## src/rtl/seq_div_6by3.sv

```systemverilog
// seq_div_6by3 - sequential restoring divider (6-bit dividend / 3-bit divisor).
//
// Produces one quotient bit per clock after a start pulse. The result is
// registered on the cycle done pulses and held until the next completion.
// A start seen in the completion cycle is accepted, so operations can run
// back-to-back.
//
// Parameters:
//   DW  dividend / quotient width (default 6)
//   VW  divisor / remainder width (default 3)
//
// Ports:
//   clk          system clock, rising edge
//   rst          asynchronous active-high reset
//   start        request pulse, sampled on the rising edge of clk
//   dividend     numerator, sampled with start
//   divisor      denominator, sampled with start
//   busy         high while a division is in progress
//   done         one-cycle pulse when the results become valid
//   quotient     registered quotient (all ones on divide by zero)
//   remainder    registered remainder (zero on divide by zero)
//   div_by_zero  registered; set with done when the captured divisor was 0
//   check_err    (DIV_SELFCHECK_EN only) set with done when
//                quotient*divisor+remainder differs from the dividend
//
// Optional feature macro: DIV_SELFCHECK_EN
module seq_div_6by3 #(
    parameter int DW = 6,
    parameter int VW = 3
) (
    input  logic          clk,
    input  logic          rst,
    input  logic          start,
    input  logic [DW-1:0] dividend,
    input  logic [VW-1:0] divisor,
    output logic          busy,
    output logic          done,
    output logic [DW-1:0] quotient,
    output logic [VW-1:0] remainder,
`ifdef DIV_SELFCHECK_EN
    output logic          check_err,
`endif
    output logic          div_by_zero
);

    localparam int CW = (DW > 1) ? $clog2(DW) : 1;
    localparam logic [CW-1:0] LAST_ITER = CW'(DW - 1);

    localparam logic [1:0] S_IDLE = 2'd0;
    localparam logic [1:0] S_RUN  = 2'd1;
    localparam logic [1:0] S_DONE = 2'd2;

    logic [1:0]    r_state;
    logic [CW-1:0] r_count;
    logic [VW:0]   r_prem;      // partial remainder
    logic [DW-1:0] r_shift;     // dividend shifting out, quotient shifting in
    logic [VW-1:0] r_divisor;
    logic          r_busy;
    logic          r_done;
    logic [DW-1:0] r_quot;
    logic [VW-1:0] r_rem;
    logic          r_dz;

    logic [VW:0]   w_shifted;
    logic [VW+1:0] w_trial;
    logic          w_qbit;
    logic [VW:0]   w_prem_next;
    logic [DW-1:0] w_shift_next;
    logic          w_last;
    logic          w_div_zero;
    logic          w_unused;

    // The partial remainder stays below the divisor, so its top bit is
    // always zero before the shift; only the lower VW bits feed the shift.
    assign w_shifted    = {r_prem[VW-1:0], r_shift[DW-1]};
    assign w_trial      = {1'b0, w_shifted} - {2'b00, r_divisor};
    assign w_qbit       = ~w_trial[VW+1];
    assign w_prem_next  = w_qbit ? w_trial[VW:0] : w_shifted;
    assign w_shift_next = {r_shift[DW-2:0], w_qbit};
    assign w_last       = (r_count == LAST_ITER);
    assign w_div_zero   = (r_divisor == '0);
    assign w_unused     = r_prem[VW];

`ifdef DIV_SELFCHECK_EN
    logic [DW-1:0]   r_dividend;
    logic            r_chk;
    logic [DW+VW:0]  w_product;
    logic [DW+VW:0]  w_recon;
    logic            w_mismatch;

    // Rebuild the dividend from the final quotient/remainder of this edge.
    assign w_product  = {{(VW+1){1'b0}}, w_shift_next} * {{(DW+1){1'b0}}, r_divisor};
    assign w_recon    = w_product + {{(DW+1){1'b0}}, w_prem_next[VW-1:0]};
    assign w_mismatch = (w_recon != {{(VW+1){1'b0}}, r_dividend});
    assign check_err  = r_chk;
`endif

    always_ff @(posedge clk or posedge rst) begin
        if (rst) begin
            r_state   <= S_IDLE;
            r_count   <= '0;
            r_prem    <= '0;
            r_shift   <= '0;
            r_divisor <= '0;
            r_busy    <= 1'b0;
            r_done    <= 1'b0;
            r_quot    <= '0;
            r_rem     <= '0;
            r_dz      <= 1'b0;
`ifdef DIV_SELFCHECK_EN
            r_dividend <= '0;
            r_chk      <= 1'b0;
`endif
        end else begin
            r_done <= 1'b0;
            case (r_state)
                S_IDLE, S_DONE: begin
                    if (start) begin
                        r_shift   <= dividend;
                        r_divisor <= divisor;
                        r_prem    <= '0;
                        r_count   <= '0;
                        r_busy    <= 1'b1;
                        r_state   <= S_RUN;
`ifdef DIV_SELFCHECK_EN
                        r_dividend <= dividend;
`endif
                    end else begin
                        r_state <= S_IDLE;
                    end
                end
                S_RUN: begin
                    r_prem  <= w_prem_next;
                    r_shift <= w_shift_next;
                    r_count <= r_count + 1'b1;
                    if (w_last) begin
                        r_state <= S_DONE;
                        r_busy  <= 1'b0;
                        r_done  <= 1'b1;
                        r_quot  <= w_div_zero ? '1 : w_shift_next;
                        r_rem   <= w_div_zero ? '0 : w_prem_next[VW-1:0];
                        r_dz    <= w_div_zero;
`ifdef DIV_SELFCHECK_EN
                        r_chk   <= ~w_div_zero & w_mismatch;
`endif
                    end
                end
                default: begin
                    r_state <= S_IDLE;
                    r_busy  <= 1'b0;
                end
            endcase
        end
    end

    assign busy        = r_busy;
    assign done        = r_done;
    assign quotient    = r_quot;
    assign remainder   = r_rem;
    assign div_by_zero = r_dz;

endmodule

```

## config.mk

```make
export PLATFORM = sky130hd
export DESIGN_NAME = seq_div_6by3
export DESIGN_NICKNAME = d
export VERILOG_FILES = /design/src/rtl/seq_div_6by3.sv
export SDC_FILE = /design/constraint.sdc
export NUM_CORES = 1
export LEC_CHECK = 0
export CAP_MARGIN = 40
export CORE_MARGIN = 5
export CORE_UTILIZATION = 25
export CTS_CLUSTER_SIZE = 16
export DETAILED_ROUTE_END_ITERATION = 8
export GPL_TIMING_DRIVEN = 0
export PLACE_DENSITY = 0.56
export SYNTH_ARGS = -nofsm -noshare
export SYNTH_HDL_FRONTEND = slang
export SYNTH_SLANG_ARGS = --single-unit
```

## constraint.sdc

```tcl
create_clock -name clk -period 1.8 [get_ports clk]
set_clock_uncertainty 0.2 [all_clocks]
set_input_delay 0.36 -clock clk [delete_from_list [all_inputs] [get_ports clk]]
set_output_delay 0.36 -clock clk [all_outputs]
set_load 0.03 [all_outputs]
```

==> ci_impl_report.md <==
## Synthesis and layout report

| Metric | Value |
|---|---|
| Status | finished clean |
| Fa+ha+maj area frac | 5.390% |
| Final min period | 1795 ps |
| Top FF cell, synth | dfrtp_1 |
| Core Region | 5075 um2 |
| Antenna diode count | 0 |
| Nets | 170 |
| Slew Limit Fails | 0 |
| Max Clk Rate | 557.1 MHz |
| Chip Area, Yosys | 1300 um2 |
| Standard-cell rows | 26 |
| Fin cells | 224 |
| Multiplexer share | 0% |
| Cts hold-fix bufs | 0 |
| Post-DP Area | 1648 um2 |
| Die x size | 82.11 um |
| Critical path launch point | r_divisor[0] |
| WL final | 2895 um |
| DRC errors left | 0 |
| Critical path class | reg2reg |
| Worst r2r src | r_divisor[0] |
| Crit path cell chain | ha_4, fa_2, nor2b_4, nor3_2, o31ai_1 |
| Hold Worst Slack | 168.6 ps |
| Required time of the critical path | 1790 ps |
| GRT Overall Usage | 10.25% |
| Seq share, synth | 55.82% |
| Die ar. | 6742 um2 |
| Met1 GRT Util | 11.90% |
| Clock root cell | clkbuf_8 |
| Hpwl dp | 2177 um |
| CTS Buffer Depth | 2 |
| GRT met2 Usage | 16.96% |
| RSZ-0062 raised after global routing | true |
| R2R Path End | remainder[1] |
| Rel. slew slack | 72.03% |
| Total grt overflow | 0 |
| Ports | 24 |
| Largest net degree at the start of global routing | 22 |
| Reg-to-reg slack, setup | 5 ps |
| Simple Share, Synth | 17.90% |
| Vias per cell | 4.402 |
| # H-tree levels | 2 |
| CTS resizes | 22 |
cell usage in the layout, fill, tap and decap left out, types with 2 or more instances in the layout:
| cell | n |
|---|---|
| nand2_1 | 15 |
| nor2b_4 | 2 |
| dlygate4sd2_1 | 12 |
| o31ai_1 | 3 |
| a31oi_1 | 3 |
| nand2b_1 | 2 |
| nor2_1 | 8 |
| dfrtp_1 | 29 |
| clkdlybuf4s50_1 | 11 |
| nor3_2 | 2 |
| ha_1 | 3 |
| nand3_1 | 4 |
| inv_1 | 5 |
| clkbuf_8 | 7 |
| o22a_1 | 5 |
| buf_2 | 5 |
| o21ai_0 | 5 |
| nor3_1 | 3 |
| o21a_1 | 3 |
| o22ai_1 | 3 |
power breakdown:
part	switching, mW	internal, mW	leakage, nW
Combinational	1.01	0.750	0.395
Sequential	0.221	0.964	0.342
Clock	0.239	0.345	0.0542
Total	1.47	2.06	0.791
final cells by class:
| class | instances | area (um2) | share of cell area [%] |
|---|---|---|---|
| Clock buffer | 7 | 96.34 | 5.362 |
| Sequential cell | 29 | 725.7 | 40.39 |
| Buffer | 5 | 25.02 | 1.393 |
| Inverter | 7 | 31.28 | 1.741 |
| Clock inverter | 1 | 5.005 | 0.2786 |
| Timing Repair Buffer | 25 | 250.2 | 13.93 |
| Tap cell | 70 | 87.58 | 4.875 |
| Multi-Input combinational cell | 80 | 575.6 | 32.03 |
routing by layer:
metal	up-vias	part of all wire, %
met4	0	2.7
met1	474	43
met2	22	48
met5	-	0
li1	483	-
met3	7	6.1
critical path: cells and delay by family (launching register included):
| family | cells | cell delay (ps) |
|---|---|---|
| and+or+nand+nor | 2 | 310 |
| DFF | 1 | 420 |
| adders and majority gates | 2 | 530 |
| AOI/OAI and AO/OA | 1 | 240 |
### Drive-strength map

Bar = 20 um.
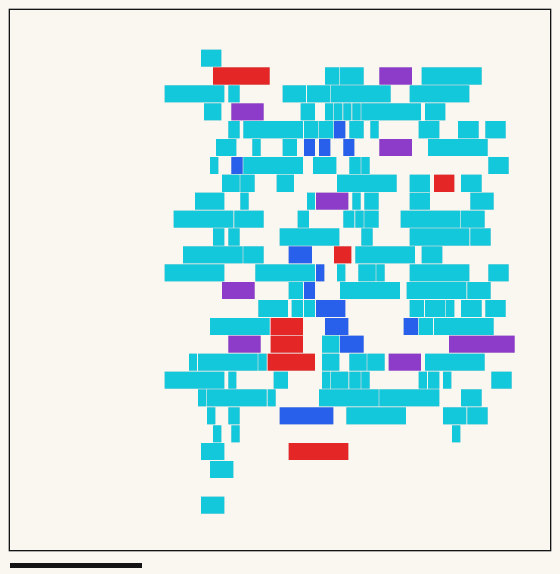
- cyan: drive 1 or less (cells 126; share 82%)
- blue: drive 2 (cells 13; share 8.4%)
- red: drive 3 to 4 (cells 7; share 4.5%)
- purple: drive 6 and up (cells 8; share 5.2%)

### Signal metal coverage by tile

Bar = 20 um. The die is cut into 16 by 16 equal tiles; dark purple is low, yellow is high, scaled to the fullest tile. Values are wire area over tile area, all layers added.
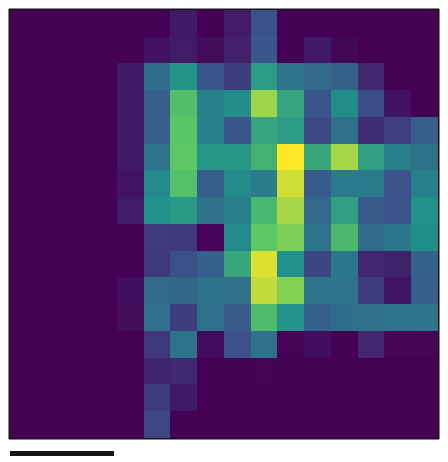
- densest ninth of the die: center
- tiles over half the peak: 13%
- mean over tiles: 0.069
- emptiest ninth of the die: lower left

### Clock distribution

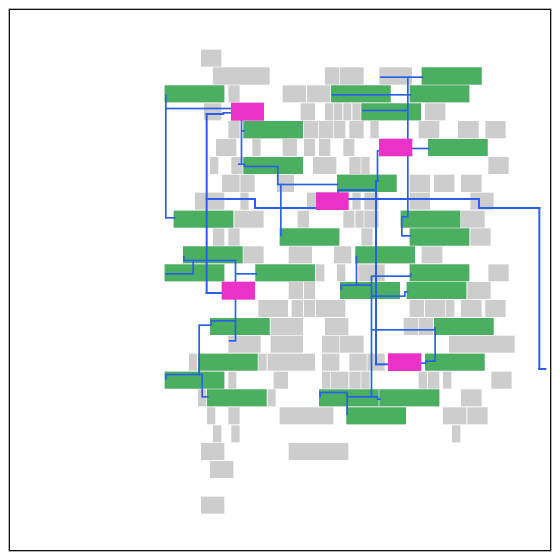
- magenta: cells driving clock nets (count 5)
- green: flip-flops (count 29)
- blue: clock wires (length 415 um)
- routed clock nets: 6

### Register map, names as in the netlist

Other sequential cells in the stronger gray, the rest of the logic in the fainter gray.
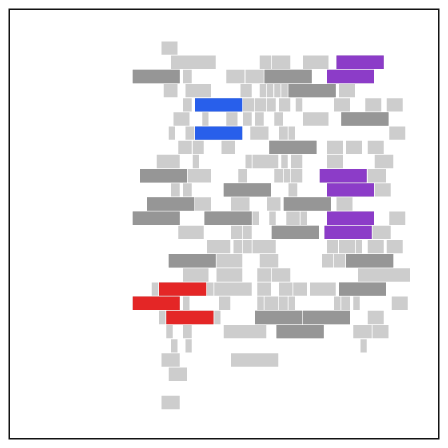
- red: `r_divisor` (placed flops 3)
- blue: `r_state` (placed flops 2)
- purple: `quotient` (placed flops 6)

Power is estimated from default activity; no workload was simulated.
